Fig. 1: run 1, gate families picked out
Drawn at 8 px/micron.
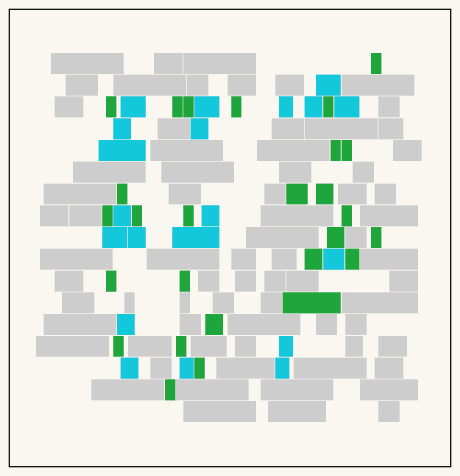
Fig. 2: run 1, cell area per tile
Drawn at 4 px/micron. 11 x 11 tiles, from dark purple (low) to yellow (high), 0 to 100% covered.
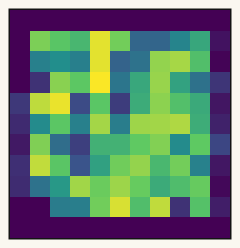
Fig. 3: run 1, port wiring
Drawn at 6 px/micron.
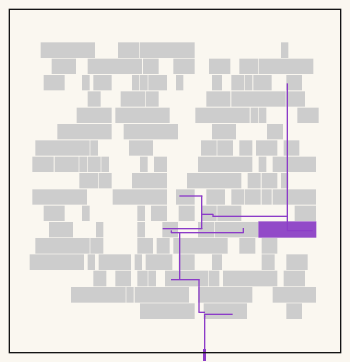
==> config.mk <==
export PLATFORM = sky130hd
export DESIGN_NAME = bit_serializer_flat
export DESIGN_NICKNAME = d
export VERILOG_FILES = /design/src/rtl/bit_serializer_if.sv /design/src/rtl/bit_serializer.sv /design/src/flat_wrapper.sv
export SDC_FILE = /design/constraint.sdc
export NUM_CORES = 1
export LEC_CHECK = 0
export CAP_MARGIN = 20
export CORE_AREA = 3 3 52 54
export DETAILED_ROUTE_END_ITERATION = 7
export DIE_AREA = 0 0 55 57
export PLACE_DENSITY_LB_ADDON = 0.05
export SLEW_MARGIN = 20
export SYNTH_ARGS = -nofsm -noshare
export SYNTH_HDL_FRONTEND = slang
export SYNTH_SLANG_ARGS = --single-unit
==> constraint.sdc <==
create_clock -name clk_i -period 1.8 [get_ports clk_i]
set_clock_uncertainty 0.2 [all_clocks]
set_input_delay 0.54 -clock clk_i [delete_from_list [all_inputs] [get_ports clk_i]]
set_output_delay 0.54 -clock clk_i [all_outputs]
set_load 0.05 [all_outputs]
==> results.py, run 1 <==
# Metrics from the implementation run
metrics = {
    "hold_path": {
        "holdPathStages": 1,
        "hold_path_class": "flip-flop to flip-flop",
    },
    "worst_setup_path": {
        "cp_data_arrival_time_ns": 1.37,
        "r2r_slack_ns": 0.10,
        "crit_path_end_kind": "output pin",
        "r2r_cells": 6,
        "critPathLaunchType": "flip-flop",
        "critPathRequiredTime_ns": 1.06,
    },
    "power": {
        "power.density_nw_per_um2": 1730,
        "p_leak_nw": 0.610,
        "ir_drop_mv": 0.942,
    },
    "routing": {
        "drc": 0,
        "drt_wl_total_microns": 2360,
        "post_drt_wl_per_cell_microns": 16.0,
        "first_pass_iters": 4,
        "via_count": 813,
    },
    "yosys": {
        "synth_nets": 107,
        "ys_types": 22,
        "ys_seq_share_pct": 53.4,
        "ys.flops": 22,
        "synth_area_per_cell_sq_um": 11.1,
        "synth.yosys.warnings": 0,
        "yosys_area_sq_um": 1030,
        "synth_cells": 93,
        "area_leaders": "dfrtp_1 53%, mux2_2 8.7%, nand2_1 8.0%",
    },
    "finish": {
        "num_antenna_cells": 0,
        "area_growth_pct": 35.2,
        "nNetsFinal": 134,
        "drive_above_1_share_pct": 34.5,
        "num-fill-cells": 204,
    },
    "clock_network": {
        "cts_made_buffers": 3,
        "clock_latency_ns": 0.31,
        "clock-sinks": 22,
        "hold_buffers": 0,
        "cts_buffer_depth": 2,
    },
    "global_route": {
        "grtUsageMet3_pct": 2.35,
        "grt_util_met1_pct": 23.2,
        "grt_max_degree": 23,
        "grt_pass1_vias": 767,
        "overflow": 0,
    },
    "outcome": {
        "violations": "setup timing",
        "outcome": "finished with violations",
    },
    "final_timing": {
        "setup_viol": 4,
        "finalHoldViolations": 0,
        "max_slew_margin_pct": 80.8,
        "fmax_mhz": 475,
        "rsz0062_at_grt": "true",
        "final.setup.worst_slack_ns": -0.307,
    },
    "run": {
        "warning_count": 30,
    },
    "floorplan": {
        "die_x_microns": 55,
    },
    "placed_design": {
        "dpl.hpwl_microns": 1600,
    },
}
## Picture notes: Fig. 1
color	family	cells
green	nand cells	27
cyan	aoi and oai cells	20
combinational share of cell area: 34.4%
Non-Filler Instances: 147
dominant logic cell type in the layout: dfrtp_1

## Picture notes: Fig. 2
fullest tile	100%
emptiest ninth of the die	bottom left
nearly empty tiles	23%
mean over tiles	43%
densest ninth of the die	middle
Placeable Area: 2250 sq um
FP Core Util: 45.7%

## Picture notes: Fig. 3
color	port	bits	direction	edge	end cells	buffers	wire
purple	`bus_busy_o`	1	output	bottom	1	2	101 microns
num ports: 16
I/O Buffers: 15

==> run 1: repair_timing <==
action | in CTS | in global routing
cloned | 0 | 0
pin swaps | 1 | 1
gates resized | 2 | 4
endpoints found under the setup margin | 8 | 11
buffers inserted | 2 | 0
==> run 1: area by class of cell <==
type / instances / area [sq um] / area share (%)
well taps: 28 / 35.0 / 2.51
multi-input cells: 64 / 479 / 34.4
flip-flops and latches: 22 / 552 / 39.6
inverters: 1 / 3.75 / 0.269
repair buffers: 28 / 298 / 21.4
clock buffers: 4 / 26.3 / 1.89
==> run 1: worst max-delay path: stages, from the launching register on <==
cell	delay, ns
dfrtp_1	0.40
ha_2	0.21
ha_4	0.16
and2_4	0.14
buf_12	0.14
==> run 1: cells in the mapped netlist <==
cell type / n
a21bo_2: 1
a21o_1: 1
a21oi_1: 2
a22oi_1: 1
a31o_2: 1
a32oi_1: 7
and2_1: 3
buf_2: 3
buf_4: 1
buf_6: 1
clkbuf_1: 1
dfrtp_1: 22
ha_1: 3
inv_1: 1
mux2_2: 8
nand2_1: 22
nand2b_1: 2
nand3_1: 1
nand3b_1: 1
nand3b_4: 1
o21ai_0: 2
o22ai_1: 8
==> run 1: kinds of logic after synthesis <==
kind of cell,count (synthesis),synth area share [%]
adder cells (fa/ha/maj),3,3.64
AND/OR/NAND/NOR,30,14.2
AND-OR/OR-AND,23,16.0
multiplexers,8,8.74
flip-flops,22,53.4
buffers and inverters,7,4.00
==> run 1: routing by layer <==
metal | vias to the layer above | wire length [microns]
li1 | 387 | -
met4 | 0 | 48
met1 | 395 | 1050
met2 | 27 | 1110
met5 | - | 0
met3 | 4 | 157
==> run 1: metrics by stage <==
stage | worst slack (ns) | power (W) | util (%) | TNS, ns | cell area (sq um)
2_1_floorplan | -0.0117 | 0.00165 | - | -0.0117 | 1050
3_3_place_gp | -0.195 | 0.00207 | 58.5 | -2.87 | 1320
3_5_place_dp | -0.211 | 0.00211 | 58.5 | -3.04 | 1320
4_1_cts | -0.325 | 0.00239 | 60.9 | -0.478 | 1370
5_1_grt | -0.364 | 0.00258 | 61.8 | -0.592 | 1390
6_report | -0.307 | 0.00241 | 61.8 | -0.393 | 1390
==> run 1: power breakdown <==
group	internal, W	leakage (nW)	switching (W)
Clock	0.0000865	0.0150	0.000150
Sequential	0.000738	0.261	0.000158
Combinational	0.000655	0.334	0.000625
==> run 1 -> run 2 <==
ABC_AREA = 1   (was unset)
CORE_AREA = 3 3 55 57   (was 3 3 52 54)
DIE_AREA = 0 0 58 60   (was 0 0 55 57)
Fig. 4: run 2, port wiring
Drawn at 6 px/micron.
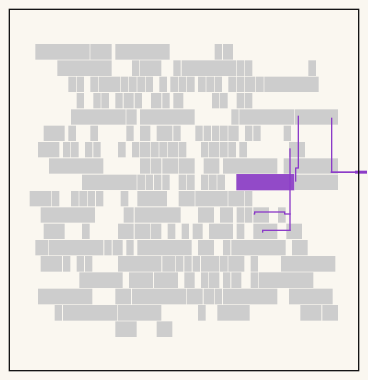
color	port	bits	direction	edge	end cells	buffers	wire
purple	`bus_busy_o`	1	output	right	1	2	49.5 microns

Fig. 5: run 2, sequential cells grouped by signal name
Drawn at 6 px/micron. Other sequential cells in the stronger gray, the rest of the logic in the fainter gray.
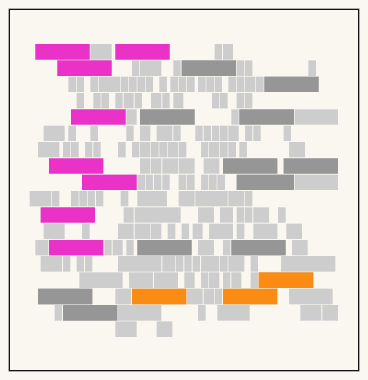
color	signal	placed flops
orange	`u_core.bit_cnt_q`	3
magenta	`u_core.hold_q`	8
Layout Utilization: 62.9%
Reg area: 552 sq um
Seq power: 0.000877 W

==> run 2 against run 1 <==
The flow still finishes with violations (setup timing). First-iteration DRC count increased by 43%. Utilization grew 1.1 points. Global-route usage grew 0.81 points. Die area rose by 11%. Power increased by 6.6%. Critical path type unchanged. Largest power group unchanged. Highest routed layer unchanged.
==> results.py, run 2 <==
# Metrics from the implementation run
metrics = {
    "yosys": {
        "yosysCellCount": 161,
        "netlist.area_leader.share_pct": 45.5,
        "ys_types": 16,
        "synth_nets": 175,
        "syn_area_sq_um": 1210,
        "ys.flops": 22,
        "largest_area_cell": "dfrtp_1",
        "synth.yosys.warnings": 0,
        "ys_seq_share_pct": 45.5,
        "common_cells": "55 x nand2_1, 23 x nor2_1, 22 x dfrtp_1",
        "most_common_cell": "nand2_1",
        "synth_cells": 161,
        "yosys_area_sq_um": 1210,
        "async_flop_share_pct": 100,
        "synth-edff-count": 0,
        "flop_cell": "dfrtp_1",
        "synth_area_per_cell_sq_um": 7.51,
        "area_leaders": "dfrtp_1 46%, nand2_1 17%, nand3_1 8.3%",
    },
    "finish": {
        "num-fill-cells": 221,
        "lay_top_cells": "54 x nand2_1, 23 x nor2_1, 21 x dfrtp_1",
        "layout.cells.most_common": "nand2_1",
        "drive_above_1_share_pct": 22.8,
        "design_area_sq_um": 1590,
        "num_antenna_cells": 0,
        "nNetsFinal": 204,
        "area_growth_pct": 31.4,
        "combGateArea_sq_um": 543,
        "finalNonFillerCells": 219,
    },
    "floorplan": {
        "core_sq_um": 2520,
        "ios": 16,
        "die_x_microns": 58,
        "fp-utilization_pct": 47.9,
        "fp.dieH_microns": 60,
        "die-area_sq_um": 3480,
    },
    "final_timing": {
        "worstMarginPinSlew_ns": 0.328,
        "max_slew_margin_pct": 78.2,
        "setup-tns-final_ns": -0.540,
        "finalHoldViolations": 0,
        "maxSlewViolCount": 0,
        "setup_viol": 4,
        "fmax_mhz": 456,
        "rsz0062_at_grt": "true",
        "fin_crit_ns": 2.19,
        "timing.final.crit_share_pct": 122,
        "final.setup.worst_slack_ns": -0.392,
    },
    "worst_setup_path": {
        "critPathMaxFanout": 2,
        "crit_path_end_kind": "output pin",
        "cp_data_arrival_time_ns": 1.45,
        "critPathLaunchType": "flip-flop",
        "critPathRequiredTime_ns": 1.06,
        "r2r_slack_ns": 0.09,
        "r2r_cells": 9,
    },
    "routing": {
        "post_drt_wl_per_cell_microns": 12.3,
        "antenna_left": 0,
        "drt_wl_total_microns": 2700,
        "via_count": 1056,
        "first_pass_iters": 4,
        "drc": 0,
    },
    "placed_design": {
        "dpl.hpwl_microns": 1980,
        "post_dp_cell_area_sq_um": 1510,
        "gp_congestion": 0.832,
        "dpl.cell_count": 210,
        "portBuffers": 15,
    },
    "clock_network": {
        "clock_latency_ns": 0.31,
        "cts_made_buffers": 3,
        "clkTransAtPathRegs_ns": 0.12,
        "clock-sinks": 22,
        "cts-root-buf": "clkbuf_4",
        "cts_buffer_depth": 2,
        "cts_tree": "yes",
        "hold_buffers": 0,
    },
    "run": {
        "warning_count": 30,
    },
    "hold_path": {
        "hold_path_class": "flip-flop to flip-flop",
        "holdPathStages": 2,
    },
    "global_route": {
        "overflow": 0,
        "grt_max_degree": 23,
        "grt_pass1_vias": 1005,
        "grt_first_pass_wirelength_microns": 4530,
    },
    "power": {
        "total_power_w": 0.00257,
        "ir_drop_mv": 1.32,
        "p_leak_nw": 0.837,
        "power.density_nw_per_um2": 1620,
    },
    "outcome": {
        "outcome": "finished with violations",
        "violations": "setup timing",
    },
}
## run 2: netlist changes by cell type in the layout (fill, tap and decap cells not counted), sizes merged, moves of 3 or more
cell / previous run / this run
mux2: 8 / 0
and2: 3 / 0
a32oi: 7 / 0
inv: 1 / 21
nand3: 1 / 20
o22ai: 8 / 0
nand2: 22 / 60
nor2: 0 / 24
## run 2: worst max-delay path: stages, from the launching register on
cell        delay [ns]
dfrtp_1           0.42
ha_2              0.22
ha_4              0.17
nand2_4           0.07
clkinvlp_4        0.10
buf_12            0.16
## run 2: report_power, final
group | total [W] | leakage, nW | internal [W] | switching, W
sequential | 0.000877 | 0.274 | 0.000717 | 0.000160
combinational | 0.00141 | 0.541 | 0.000602 | 0.000808
clock | 0.000285 | 0.0210 | 0.000124 | 0.000162
## run 2: final cells by class
class                           instances  area share, %
Inverter                               23           5.91
Clock buffer                            4           2.29
Timing Repair Buffer                   30           20.5
Multi-Input combinational cell        110           34.2
Tap cell                               30           2.36
Sequential cell                        22           34.8
## run 2: metal layers
metal,part of all wire [%],global-route usage [%],up-vias
li1,-,-,542
met1,48,24.8,483
met2,47,26.8,29
met3,4.6,1.94,2
met4,0.52,4.97,0
met5,0,0,-
## run 2: what timing repair did
action / CTS / global route
hold endpoints to repair: 0 / 0
pin swaps: 1 / 3
endpoints found under the setup margin: 2 / 12
gates resized: 0 / 3
setup buffers: 3 / 2
gates cloned: 0 / 0
## run 2: cells by family after synthesis
logic type	Yosys count	synth area share [%]
flip-flops	22	45.5
AND/OR/NAND/NOR	105	38.6
adder cells (fa/ha/maj)	3	3.11
buffers and inverters	29	11.6
AND-OR/OR-AND	2	1.14
## run 2: through the flow
step | utilization [%] | setup WS (ns) | hold WS [ns]
floorplan | - | -0.0106 | 0.0444
global placement | 59.8 | -0.0847 | 0.258
detailed placement | 59.8 | -0.117 | 0.260
CTS | 62.2 | -0.394 | 0.291
global route | 62.9 | -0.451 | 0.322
finish | 62.9 | -0.392 | 0.288
Power figures rest on the tool's default switching activity, not on a simulated workload.
